[src/rtl/mole_pkg.sv]
// Shared types and constants for the mole field controller.
package mole_pkg;

  typedef enum logic [1:0] {
    MOLE_ADD1 = 2'd0,
    MOLE_ADD2 = 2'd1,
    MOLE_RED2 = 2'd2
  } mole_type_e;

  typedef enum logic [1:0] {
    S_IDLE  = 2'd0,
    S_UP    = 2'd1,
    S_FLASH = 2'd2
  } slot_state_e;

  localparam logic [1:0]  GAME_PLAYING = 2'b01;
  localparam logic [15:0] LFSR_TAPS    = 16'hB400;

  // Width of the per-slot tick counters; must cover GAP_TICKS + 15 and the other loads.
  localparam int unsigned CNT_W = 16;

  // One step of the right-shifting Galois LFSR.
  function automatic logic [15:0] lfsr_next(input logic [15:0] s);
    return {1'b0, s[15:1]} ^ (s[0] ? LFSR_TAPS : 16'h0000);
  endfunction

  // Slot i scores as type i % 3.
  function automatic mole_type_e slot_type(input int unsigned idx);
    mole_type_e t;
    case (idx % 3)
      0:       t = MOLE_ADD1;
      1:       t = MOLE_ADD2;
      default: t = MOLE_RED2;
    endcase
    return t;
  endfunction

endpackage

[src/rtl/mole_slot.sv]
// One mole slot: IDLE -> UP -> (hit) FLASH -> IDLE, with a tick-driven counter.
// A counter "reaches 0" on the tick where it is 1 (or already 0), so a load of N
// lasts exactly N ticks.
module mole_slot import mole_pkg::*; #(
  parameter int unsigned SLOT_IDX    = 0,
  parameter int unsigned UP_TICKS    = 100,
  parameter int unsigned FLASH_TICKS = 25,
  parameter int unsigned GAP_TICKS   = 20
) (
  input  logic        clk,
  input  logic        rst,
  input  logic        playing,
  input  logic        tick,
  input  logic        hit,
  input  logic        spawn_ok,
  input  logic [3:0]  spawn_loc,
  input  logic [3:0]  gap_seed,
  output slot_state_e state,
  output logic [3:0]  location,
  output logic        ready
);

  localparam logic [CNT_W-1:0] RST_GAP    = CNT_W'(GAP_TICKS + SLOT_IDX);
  localparam logic [CNT_W-1:0] UP_LOAD    = CNT_W'(UP_TICKS);
  localparam logic [CNT_W-1:0] FLASH_LOAD = CNT_W'(FLASH_TICKS);

  slot_state_e      state_q, state_d;
  logic [CNT_W-1:0] cnt_q, cnt_d;
  logic [3:0]       loc_q, loc_d;
  logic             expire;

  assign expire   = (cnt_q <= CNT_W'(1));
  assign ready    = (state_q == S_IDLE) && expire;
  assign state    = state_q;
  assign location = loc_q;

  // Next-state: stop forces idle, a hit beats a tick, otherwise tick-driven countdown.
  always_comb begin
    state_d = state_q;
    cnt_d   = cnt_q;
    loc_d   = loc_q;
    if (!playing) begin
      state_d = S_IDLE;
      cnt_d   = RST_GAP;
    end else if (hit && (state_q == S_UP)) begin
      state_d = S_FLASH;
      cnt_d   = FLASH_LOAD;
    end else if (tick) begin
      unique case (state_q)
        S_IDLE: begin
          if (!expire) begin
            cnt_d = cnt_q - CNT_W'(1);
          end else if (spawn_ok) begin
            state_d = S_UP;
            cnt_d   = UP_LOAD;
            loc_d   = spawn_loc;
          end else begin
            cnt_d = '0;  // blocked by a collision, retry next tick
          end
        end
        S_UP, S_FLASH: begin
          if (!expire) begin
            cnt_d = cnt_q - CNT_W'(1);
          end else begin
            state_d = S_IDLE;
            cnt_d   = CNT_W'(GAP_TICKS) + CNT_W'(gap_seed);
          end
        end
        default: begin
          state_d = S_IDLE;
          cnt_d   = RST_GAP;
        end
      endcase
    end
  end

  // State registers.
  always_ff @(posedge clk or negedge rst) begin
    if (!rst) begin
      state_q <= S_IDLE;
      cnt_q   <= RST_GAP;
      loc_q   <= '0;
    end else begin
      state_q <= state_d;
      cnt_q   <= cnt_d;
      loc_q   <= loc_d;
    end
  end

endmodule

[src/rtl/mole_field_ctrl.sv]
// Mole field controller: NUM_SLOTS concurrent moles over NUM_HOLES holes.
// Optional build macro MOLE_MISS_PENALTY_EN adds a 'miss' pulse output for key
// presses that match no visible mole.
module mole_field_ctrl import mole_pkg::*; #(
  parameter int unsigned NUM_SLOTS   = 3,
  parameter int unsigned NUM_HOLES   = 16,
  parameter int unsigned TICK_DIV    = 1000000,
  parameter int unsigned UP_TICKS    = 100,
  parameter int unsigned FLASH_TICKS = 25,
  parameter int unsigned GAP_TICKS   = 20,
  parameter logic [15:0] LFSR_SEED   = 16'hACE1
) (
  input  logic                   clk,
  input  logic                   rst,
  input  logic [1:0]             game_state,
  input  logic                   key_valid,
  input  logic [3:0]             key_num,
  output logic                   add_1,
  output logic                   add_2,
  output logic                   reduce_2,
  output logic [NUM_SLOTS-1:0]   enable,
  output logic [NUM_SLOTS-1:0]   flag,
  output logic [4*NUM_SLOTS-1:0] location
`ifdef MOLE_MISS_PENALTY_EN
  ,
  output logic                   miss
`endif
);

  localparam int unsigned PRESC_W = (TICK_DIV > 1) ? $clog2(TICK_DIV) : 1;

  logic [PRESC_W-1:0] presc_q;
  logic               tick;
  logic [15:0]        lfsr_q;
  logic               playing;
  logic [3:0]         cand;

  slot_state_e        slot_state [NUM_SLOTS];
  logic [3:0]         slot_loc   [NUM_SLOTS];
  logic [NUM_SLOTS-1:0] slot_ready, spawn_ok, hit, seen;

  assign playing = (game_state == GAME_PLAYING);
  assign tick    = (presc_q == PRESC_W'(TICK_DIV - 1));
  assign cand    = 4'(32'(lfsr_q[3:0]) % NUM_HOLES);

  // Game-tick prescaler, free running.
  always_ff @(posedge clk or negedge rst) begin
    if (!rst)      presc_q <= '0;
    else if (tick) presc_q <= '0;
    else           presc_q <= presc_q + PRESC_W'(1);
  end

  // Hole/gap randomiser, advances every clock.
  always_ff @(posedge clk or negedge rst) begin
    if (!rst) lfsr_q <= LFSR_SEED;
    else      lfsr_q <= lfsr_next(lfsr_q);
  end

  for (genvar g = 0; g < NUM_SLOTS; g++) begin : g_slot
    mole_slot #(
      .SLOT_IDX    (g),
      .UP_TICKS    (UP_TICKS),
      .FLASH_TICKS (FLASH_TICKS),
      .GAP_TICKS   (GAP_TICKS)
    ) u_slot (
      .clk       (clk),
      .rst       (rst),
      .playing   (playing),
      .tick      (tick),
      .hit       (hit[g]),
      .spawn_ok  (spawn_ok[g]),
      .spawn_loc (cand),
      .gap_seed  (lfsr_q[7:4]),
      .state     (slot_state[g]),
      .location  (slot_loc[g]),
      .ready     (slot_ready[g])
    );

    assign enable[g]         = (slot_state[g] != S_IDLE);
    assign flag[g]           = (slot_state[g] == S_FLASH);
    assign location[4*g +: 4] = slot_loc[g];
    assign hit[g]  = playing && key_valid && (slot_state[g] == S_UP) && (slot_loc[g] == key_num);
    assign seen[g] = key_valid && enable[g] && (slot_loc[g] == key_num);
  end

  // Collision check: all slots share one candidate, so the lowest ready slot
  // wins and only if no visible mole already sits on that hole.
  always_comb begin : p_spawn
    logic taken;
    logic clash;
    taken    = 1'b0;
    clash    = 1'b0;
    spawn_ok = '0;
    for (int unsigned i = 0; i < NUM_SLOTS; i++) begin
      clash = 1'b0;
      for (int unsigned j = 0; j < NUM_SLOTS; j++) begin
        if (enable[j] && (slot_loc[j] == cand)) clash = 1'b1;
      end
      spawn_ok[i] = tick && slot_ready[i] && !clash && !taken;
      taken       = taken | spawn_ok[i];
    end
  end

  logic add_1_d, add_2_d, reduce_2_d;

  // Fold per-slot hits into the three score pulses by slot type.
  always_comb begin
    add_1_d    = 1'b0;
    add_2_d    = 1'b0;
    reduce_2_d = 1'b0;
    for (int unsigned i = 0; i < NUM_SLOTS; i++) begin
      case (slot_type(i))
        MOLE_ADD1: add_1_d    = add_1_d    | hit[i];
        MOLE_ADD2: add_2_d    = add_2_d    | hit[i];
        default:   reduce_2_d = reduce_2_d | hit[i];
      endcase
    end
  end

  // Registered one-cycle score pulses.
  always_ff @(posedge clk or negedge rst) begin
    if (!rst) begin
      add_1    <= 1'b0;
      add_2    <= 1'b0;
      reduce_2 <= 1'b0;
    end else begin
      add_1    <= add_1_d;
      add_2    <= add_2_d;
      reduce_2 <= reduce_2_d;
    end
  end

`ifdef MOLE_MISS_PENALTY_EN
  // Miss pulse for a key that lands on no visible mole.
  always_ff @(posedge clk or negedge rst) begin
    if (!rst) miss <= 1'b0;
    else      miss <= playing && key_valid && (seen == '0);
  end
`endif

endmodule

[config.mk]
export PLATFORM = sky130hd
export DESIGN_NAME = mole_field_ctrl
export DESIGN_NICKNAME = d
export VERILOG_FILES = /design/src/rtl/mole_pkg.sv /design/src/rtl/mole_slot.sv /design/src/rtl/mole_field_ctrl.sv
export SDC_FILE = /design/constraint.sdc
export NUM_CORES = 1
export LEC_CHECK = 0
export CAP_MARGIN = 20
export CELL_PAD_IN_SITES_DETAIL_PLACEMENT = 0
export CELL_PAD_IN_SITES_GLOBAL_PLACEMENT = 2
export CORE_MARGIN = 3
export CORE_UTILIZATION = 33
export DETAILED_ROUTE_END_ITERATION = 8
export PLACE_DENSITY_LB_ADDON = 0.1
export SYNTH_ARGS = -nofsm -noshare
export SYNTH_HDL_FRONTEND = slang
export SYNTH_SLANG_ARGS = --single-unit
[constraint.sdc]
create_clock -name clk -period 3.55 [get_ports clk]
set_input_delay 0.8875 -clock clk [delete_from_list [all_inputs] [get_ports clk]]
set_output_delay 0.8875 -clock clk [all_outputs]
set_load 0.01 [all_outputs]
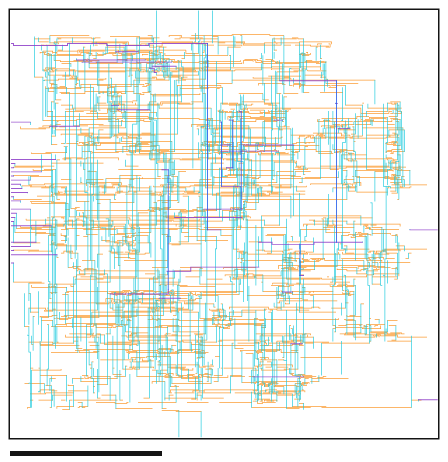
*Wiring by layer, run 1*
The bar under the picture is 50 um long.
[orange] met1 | wire length: 8450 um
[purple] met3 | wire length: 518 um
[cyan] met2 | wire length: 7250 um
[blue] met4 | wire length: 233 um
detail-routed net length per standard cell: 17.87 um
routed wire length: 16440 um

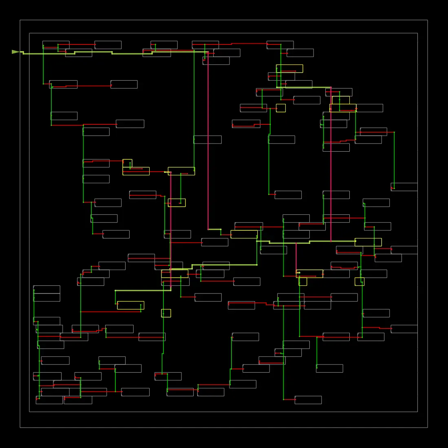
*Clock wiring as the flow saved it, run 1*
latest clock arrival within the worst-skew pair: 0.36 ns
Final Skew: 0.01194 ns

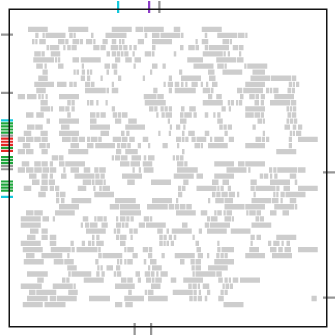
*I/O pins on the die edge, run 1*
Pins as bars across the die edge, other pins in grey.
[green] `location` | pins: 12 | direction: output | edge: west
[purple] `add_2` | pins: 1 | direction: output | edge: north
[cyan] `enable` | pins: 3 | direction: output | edge: 2 west, 1 north
[red] `key_num` | pins: 4 | direction: input | edge: west
all pins by edge: 23 west, 3 north, 2 south, 2 east
Die Width: 140.5 um
die height: 140.5 um
PortBufs: 29

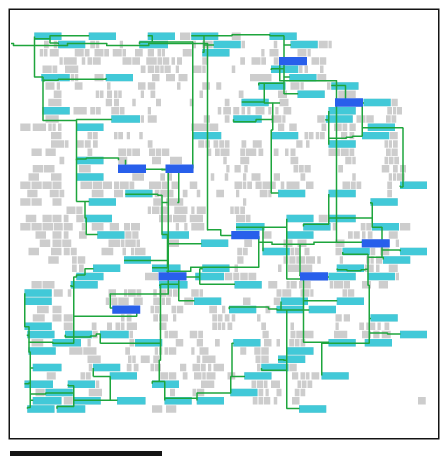
*Routed clock nets over the placement, run 1*
The bar under the picture is 50 um long.
[cyan] flip-flops | count: 105
[green] clock wires | length: 1610 um
[blue] cells driving clock nets | count: 9
flops lie: widely spread
routed clock nets: 10
Clock Power: 1020 uW
part of the power in the clock network: 0.430

==> flow_metrics.rpt, run 1 <==
RUN METRICS
----------------------------------------------------
[Status]
  Outcome ........................ finished clean

[Worst hold path]
  Hold-critical path endpoint ........................ lfsr_q[7]
  Startpoint of the tightest hold check path ........................ lfsr_q[8]

[Pwr]
  Combinational group power ........................ 144 uW
  Gate power share ........................ 0.061
  Net switching component of the power ........................ 619.8 uW
  Leakage power of the design ........................ 0.003038 uW

[Floorplanning]
  Chip footprint ........................ 19750 sq um
  Std-Cell Core Area ........................ 17480 sq um
  # Taps ........................ 225
  Floorplan core density ........................ 0.3417
  Count of standard-cell rows ........................ 48
  Boundary pin count ........................ 30

[Clocking]
  Maximum count of clock buffers along a single path ........................ 2
  # hold bufs at CTS ........................ 0
  Clock-pin slew on the worst setup and hold paths ........................ 0.08 ns
  TritonCTS clock tree ........................ built

[Routing]
  Routed vias ........................ 4852
  Max Used Layer ........................ met4

[Final timing]
  Crit path time final ........................ 3.242 ns
  Total negative slack ........................ 0 ns
  Setup-violating endpoint count in the final report ........................ 0
  Unrepaired setup endpoints after global routing ........................ false
  Final Slew Violations ........................ 0

[Worst setup path]
  Worst setup path startpoint ........................ presc_q[7]
  R2R Setup Slk ........................ 0.31 ns
  Standard cell with the maximum stage delay on the critical path ........................ or4_1
  Critical path's top delay family ........................ simple AND/OR/NAND/NOR gates
  Critical path endpoint ........................ g_slot[2].u_slot.cnt_q[12]
  CP max stage delay ........................ 0.83 ns
  Endpoint type of the worst setup path ........................ register
  Number of cells on the critical path ........................ 6
  Worst reg2reg path depth ........................ 6

[Layout]
  Layout overhead on the synthesized area ........................ 16.47%
  Core utilization of the finished layout ........................ 0.3980
  Commonest cells after routing, fill and taps aside ........................ dfrtp_1, nor2_1, nand2_1
  Fill cells ........................ 1732
  Area used by sequential logic in the layout ........................ 2648 sq um

[Flow run]
  Number of max-cap violations ........................ 0

[Global routing]
  Via count of the first global-routing pass ........................ 4854
  Global-route wire length before repair ........................ 27490 um
  Pin count of the biggest net entering global routing ........................ 52

[Placed design]
  Gp weighted congestion ........................ 0.7794

[Logic synthesis]
  Ys flops ........................ 105
  XOR/XNOR Area Share ........................ 0.08360
  Summed instance area of the synthesized netlist ........................ 5972 sq um

----------------------------------------------------
==> run 2: changes to the inputs <==
--- a/config.mk
+++ b/config.mk
@@ -11,7 +11,9 @@
 export CORE_MARGIN = 3
 export CORE_UTILIZATION = 33
 export DETAILED_ROUTE_END_ITERATION = 8
+export HOLD_SLACK_MARGIN = 0.02
 export PLACE_DENSITY_LB_ADDON = 0.1
+export SETUP_SLACK_MARGIN = 0.3
 export SYNTH_ARGS = -nofsm -noshare
 export SYNTH_HDL_FRONTEND = slang
 export SYNTH_SLANG_ARGS = --single-unit
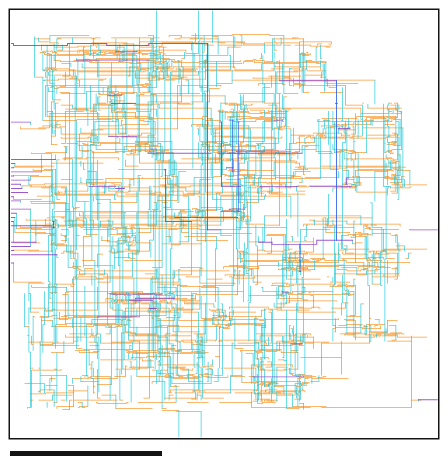
*Wiring by layer, run 2*
The bar under the picture is 50 um long.
[blue] met4 | wire length: 207 um
[cyan] met2 | wire length: 7290 um
[purple] met3 | wire length: 540 um
[orange] met1 | wire length: 8470 um
detail-routed net length per standard cell: 17.94 um
routed wire length: 16500 um
routed vias: 4923

==> flow_metrics.rpt, run 2 <==
RUN METRICS
----------------------------------------------------
[Floorplanning]
  Boundary pin count ........................ 30 (unchanged)
  Floorplan core density ........................ 0.3417 (unchanged)
  Count of standard-cell rows ........................ 48 (unchanged)
  Die height ........................ 140.5 um (unchanged)

[Global routing]
  Pin count of the biggest net entering global routing ........................ 52 (unchanged)
  Via count of the first global-routing pass ........................ 4854 (unchanged)

[Pwr]
  Part of the power in the clock network ........................ 0.429 (was 0.430)
  Clock Power ........................ 1010 uW (was 1020 uW)
  Gate power share ........................ 0.061 (about the same)
  Leakage power of the design ........................ 0.003043 uW (was 0.003038 uW)

[Logic synthesis]
  Ys flops ........................ 105 (unchanged)
  Summed instance area of the synthesized netlist ........................ 5972 sq um (unchanged)

[Final timing]
  Final Slew Violations ........................ 0 (unchanged)

[Clocking]
  Latest clock arrival within the worst-skew pair ........................ 0.36 ns (about the same)
  TritonCTS clock tree ........................ built (unchanged)

[Layout]
  Area used by sequential logic in the layout ........................ 2648 sq um (unchanged)
  Fill cells ........................ 1734 (was 1732)

[Placed design]
  Gp weighted congestion ........................ 0.7794 (unchanged)

[Flow run]
  Number of max-cap violations ........................ 0 (unchanged)

[Worst setup path]
  Worst reg2reg path depth ........................ 7 (was 6)
  Critical path's top delay family ........................ simple AND/OR/NAND/NOR gates (unchanged)
  Worst setup path startpoint ........................ presc_q[7] (unchanged)

[Status]
  Outcome ........................ finished clean (unchanged)

----------------------------------------------------
No activity file was given, so power comes from the tool's default toggle rates.
